run_1/congestion.png
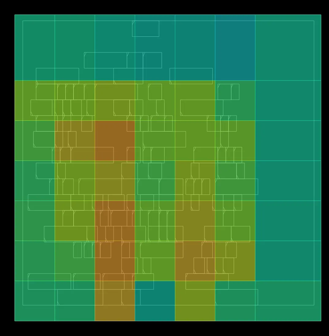
run_1/io_fan.png
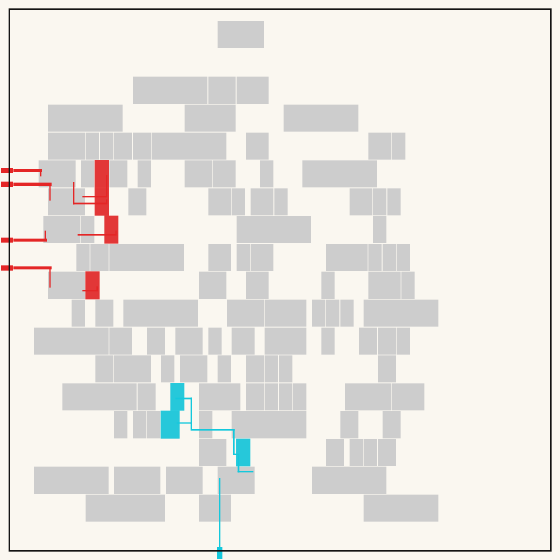
run_1/sizes.png
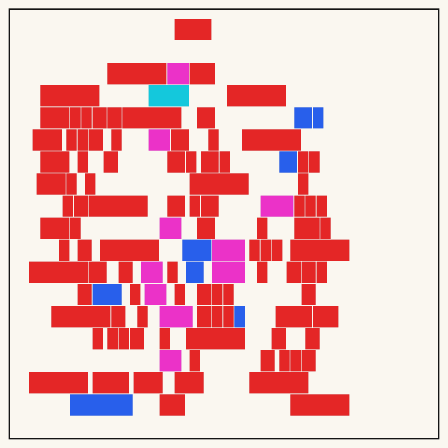
### src/rtl/gf180mcu_osu_sc_9t_clkdiv_ctrl.sv
// Glitch-free programmable clock divider with a phase-aligned ratio-load handshake.
// Ratio changes and stops are deferred to the end of a low phase so Y never emits a runt pulse.
module gf180mcu_osu_sc_9t_clkdiv_ctrl #(
  parameter int WIDTH   = 4,
  parameter int DIV_RST = 1
) (
  input  logic             CLK,
  input  logic             RST,
  input  logic             EN,
  input  logic             LD_REQ,
  input  logic [WIDTH-1:0] DIV_IN,
  output logic             Y,
  output logic             LD_ACK,
  output logic             BUSY,
  output logic             STOPPED
);

  typedef enum logic {
    STOP = 1'b0,
    RUN  = 1'b1
  } state_t;

  localparam logic [WIDTH-1:0] ACT_RST = WIDTH'(DIV_RST);

  state_t           state_reg, state_next;
  logic [WIDTH-1:0] cnt_reg,   cnt_next;
  logic [WIDTH-1:0] act_reg,   act_next;
  logic [WIDTH-1:0] pend_reg,  pend_next;
  logic             y_reg,     y_next;
  logic             busy_reg,  busy_next;
  logic             ack_reg,   ack_next;

  logic at_top;
  logic low_end;
  logic accept;

  always_comb begin
    state_next = state_reg;
    cnt_next   = cnt_reg;
    act_next   = act_reg;
    pend_next  = pend_reg;
    y_next     = y_reg;
    busy_next  = busy_reg;
    ack_next   = 1'b0;

    at_top  = (cnt_reg == act_reg);
    low_end = (state_reg == RUN) && !y_reg && at_top;
    accept  = LD_REQ && !busy_reg;

    // A new request is only taken when nothing is pending, so this never
    // collides with the busy clear performed when a pending ratio is applied.
    if (accept) begin
      pend_next = DIV_IN;
      busy_next = 1'b1;
    end

    case (state_reg)
      STOP: begin
        if (busy_reg) begin
          act_next  = pend_reg;
          busy_next = 1'b0;
          ack_next  = 1'b1;
        end
        if (EN) begin
          state_next = RUN;
          y_next     = 1'b1;
          cnt_next   = '0;
        end
      end
      RUN: begin
        if (low_end) begin
          if (busy_reg) begin
            act_next  = pend_reg;
            busy_next = 1'b0;
            ack_next  = 1'b1;
          end
          cnt_next = '0;
          if (EN) begin
            y_next = 1'b1;
          end else begin
            state_next = STOP;
            y_next     = 1'b0;
          end
        end else if (at_top) begin
          cnt_next = '0;
          y_next   = ~y_reg;
        end else begin
          cnt_next = cnt_reg + WIDTH'(1);
        end
      end
    endcase
  end

  always_ff @(posedge CLK) begin
    if (RST) begin
      state_reg <= STOP;
      cnt_reg   <= '0;
      act_reg   <= ACT_RST;
      pend_reg  <= '0;
      y_reg     <= 1'b0;
      busy_reg  <= 1'b0;
      ack_reg   <= 1'b0;
    end else begin
      state_reg <= state_next;
      cnt_reg   <= cnt_next;
      act_reg   <= act_next;
      pend_reg  <= pend_next;
      y_reg     <= y_next;
      busy_reg  <= busy_next;
      ack_reg   <= ack_next;
    end
  end

  assign Y       = y_reg;
  assign LD_ACK  = ack_reg;
  assign BUSY    = busy_reg;
  assign STOPPED = (state_reg == STOP);

endmodule

### config.mk
export PLATFORM = sky130hd
export DESIGN_NAME = gf180mcu_osu_sc_9t_clkdiv_ctrl
export DESIGN_NICKNAME = d
export VERILOG_FILES = /design/src/rtl/gf180mcu_osu_sc_9t_clkdiv_ctrl.sv
export SDC_FILE = /design/constraint.sdc
export NUM_CORES = 1
export LEC_CHECK = 0
export ABC_AREA = 1
export CAP_MARGIN = 15
export CORE_UTILIZATION = 30
export DETAILED_ROUTE_END_ITERATION = 8
export PLACE_DENSITY = 0.58
export SETUP_SLACK_MARGIN = 0.02
export SYNTH_ARGS = -nofsm -noshare
export SYNTH_HDL_FRONTEND = slang
export SYNTH_SLANG_ARGS = --single-unit
### constraint.sdc
create_clock -name CLK -period 1.4 [get_ports CLK]
set_input_delay 0.21 -clock CLK [delete_from_list [all_inputs] [get_ports CLK]]
set_output_delay 0.21 -clock CLK [all_outputs]
set_load 0.01 [all_outputs]
==> results_dict.tcl, run 1 <==
# collected from the flow reports
set metrics [dict create \
    path_class "reg2reg" \
    layout_top_cell "nand2_1" \
    netSwitchingPower_mw 0.281 \
    setup_viol 0 \
    holdPathEnd "act_reg[1]$_SDFFE_PP0P_" \
    hp-class "reg2reg" \
    drive_gt1_share_pct 16.1 \
    r2r_start "cnt_reg[2]$_SDFFE_PP0P_" \
    grt_max_degree 15 \
    postCtsHoldBufs 0 \
    syn_inst 103 \
    yosys_warnings 0 \
    pg_clk_mw 0.311 \
    die_x_um 52.7 \
    reg2reg_slack_ns 0.14 \
    worstMarginPinSlew_ns 0.354 \
    die_area_um2 2780 \
    dr.pass1.iters 3 \
    crit_required_ns 1.58 \
    crit_start "cnt_reg[2]$_SDFFE_PP0P_" \
    grt.overflow.total 0 \
    placed_cell_area_um2 918 \
    yosysSeqAreaShare_pct 41.5 \
    cp.arrival_ns 1.44 \
    total_power_mw 1.00 \
    synthTopCellsByArea "dfxtp_1 41%, nand2_1 9.2%, nand4_1 6.5%, nor2_1 6.3%, inv_1 5.3%" \
    synth-seq-cells 16 \
    warnings 26 \
    status "completed" \
    cts_setup_buffers 0 \
    comb_power_share_pct 18.5 \
    regArea_um2 322 \
    final.setup.worst_slack_ns 0.138 \
    fp.dieH_um 52.7 \
    wl_per_cell_um 9.86 \
    syn-num-nets 112 \
]
## Picture notes: congestion.png
final core utilization: 39.0%
Top Usage Layer GRT: met2
gr usage total: 12.3%
met3 global-route usage: 1.74%

## Picture notes: io_fan.png
DIV_IN -> red  # bits 4, direction input, edge left, end cells 4, buffers 4, wire 32.9 um
EN -> cyan  # bits 1, direction input, edge bottom, end cells 3, buffers 1, wire 22.6 um

## Picture notes: sizes.png
_3 and _4 cells -> magenta  # cells 10
_0 and _1 cells -> red  # cells 99
_2 cells -> blue  # cells 8
_6 and larger -> cyan  # cells 1

[run 1: per-layer routing]
metal | up-vias | GRT usage, % | part of all wire [%]
met2 | 6 | 20.3 | 47
met3 | 2 | 1.74 | 2.1
li1 | 369 | - | -
met1 | 301 | 15.1 | 50
met5 | - | 0 | 0
met4 | 0 | 6.58 | 0.89
[run 1: logic make-up after synthesis]
kind of cell,Yosys count,share of synthesized area (%)
and+or+nand+nor,54,36.1
DFF,16,41.5
buffers and inverters,16,9.40
AOI/OAI and AO/OA,14,9.08
adders and majority gates,1,1.62
xor gates and xnor gates,2,2.27
[run 1: cell type report]
cell class                      instances  share of cell area (%)
Tap cell                               30                    3.92
Multi-Input combinational cell         71                    39.6
Timing Repair Buffer                   14                    14.1
Inverter                               13                    5.09
Clock buffer                            4                    3.79
Sequential cell                        16                    33.6
run_1/placement_by_type.png
Scale bar: 20 um.
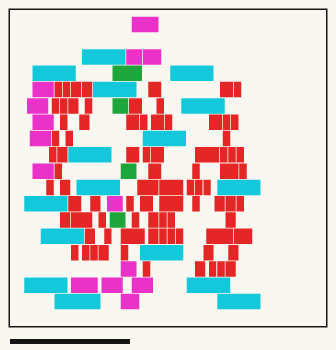

==> run 1 -> run 2 <==
==> constraint.sdc (replaced) <==
create_clock -name CLK -period 1.55 [get_ports CLK]
set_input_delay 0.2325 -clock CLK [delete_from_list [all_inputs] [get_ports CLK]]
set_output_delay 0.2325 -clock CLK [all_outputs]
set_load 0.01 [all_outputs]
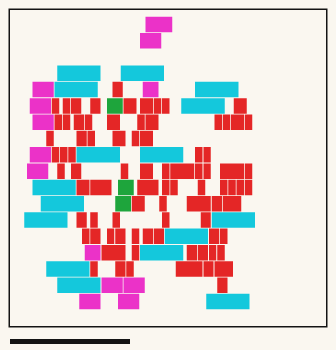
run_2/placement_by_type.png
Scale bar: 20 um.
other buffers and delay cells -> magenta  # cells 13, share of their area 14%
combinational and other logic -> red  # cells 84, share of their area 48%
clock drivers -> green  # cells 3, share of their area 2.5%
flops -> cyan  # cells 16, share of their area 36%

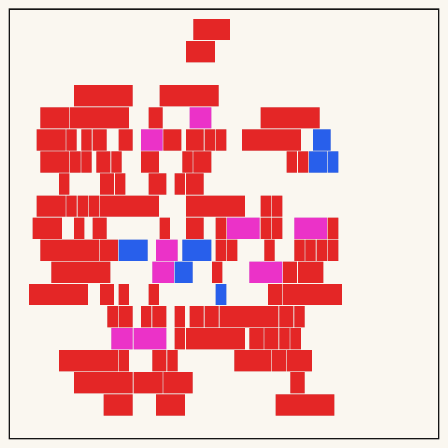
run_2/sizes.png
_2 cells -> blue  # cells 7
_0 and _1 cells -> red  # cells 100
_3 and _4 cells -> magenta  # cells 9

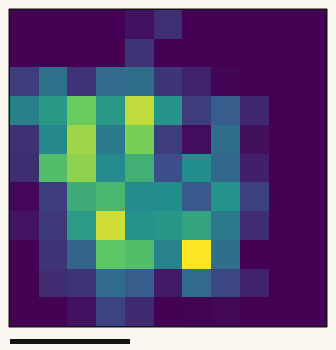
run_2/metal_density.png
Scale bar: 20 um. 11 x 11 tiles, from dark purple (low) to yellow (high), scaled to the fullest tile. Values are wire area over tile area, all layers added.
emptiest ninth of the die = upper right
tiles over half the peak = 17%
fullest tile = 0.36
nearly empty tiles = 41%

==> run 2 against run 1 <==
Critical path depth fell by 8. First-iteration DRC count decreased by 13%. Utilization fell by 0.92 points. Via count down 1.2%. Critical endpoint is now Y. Critical path type is now reg2out. Cell count decreased by 1.4%. Register-to-register slack gained 0.16 ns. Wire length down 1.6%. Synthesized area did not move. Global-route usage rose by 0.32 points. Synthesized cell count unchanged. Clock skew shrank 0.0066 ns. Highest routed layer unchanged. Sequential cell count unchanged.
==> results_dict.tcl, run 2 <==
# collected from the flow reports
set metrics [dict create \
    status "completed" \
    setup_viol 0 \
    globalRouteMet2Util_pct 20.5 \
    netSwitchingPower_mw 0.243 \
    holdPathEnd "cnt_reg[3]$_SDFFE_PP0P_" \
    final.setup.worst_slack_ns 0.0935 \
    crit_required_ns 1.32 \
    grt.overflow.total 0 \
    die_x_um 52.7 \
    warnings 26 \
    routed.top_layer "met4" \
    drive_gt1_share_pct 13.8 \
    pg_clk_mw 0.217 \
    regArea_um2 320 \
    total_power_mw 0.845 \
    comb_power_share_pct 20.0 \
    cts_setup_buffers 0 \
    yosysSeqAreaShare_pct 41.5 \
    grt_util_all_layers_pct 12.6 \
    grt-busiest-layer "met2" \
    met1_length_um 701 \
    dr.pass1.iters 4 \
    layout_top_cell "nand2_1" \
    postCtsHoldBufs 0 \
    grt_use_met1_pct 15.9 \
    syn_inst 103 \
    wl_met2_um 684 \
    grt_max_degree 15 \
    reg2reg_slack_ns 0.30 \
    wl_per_cell_um 9.84 \
    placed_cell_area_um2 911 \
    hp-class "reg2reg" \
    met3_usage_pct 1.74 \
]
==> run 2: cell counts after synthesis <==
No cell type changed its count.
==> run 2: cell families (layout without fill, tap and decap cells) <==
kind of cell,count (synthesis),in the layout,share of synthesized area [%]
compound gates,14,14,9.08
xor+xnor,2,2,2.27
fa+ha+maj,1,1,1.62
buf+inv,16,29,9.40
flops,16,16,41.5
simple gates,54,54,36.1
==> run 2: cell type report <==
class	count	share of cell area, %
clock buffers	3	2.41
inverters	13	5.21
multi-input cells	71	40.5
flip-flops and latches	16	34.2
well taps	30	4.01
repair buffers	13	13.6
==> run 2: tightest hold or removal path, delay by kind of cell, from the launching register on <==
kind / cells / cell delay, ns
flops: 1 / 0.33
simple gates: 1 / 0.06
compound gates: 1 / 0.05
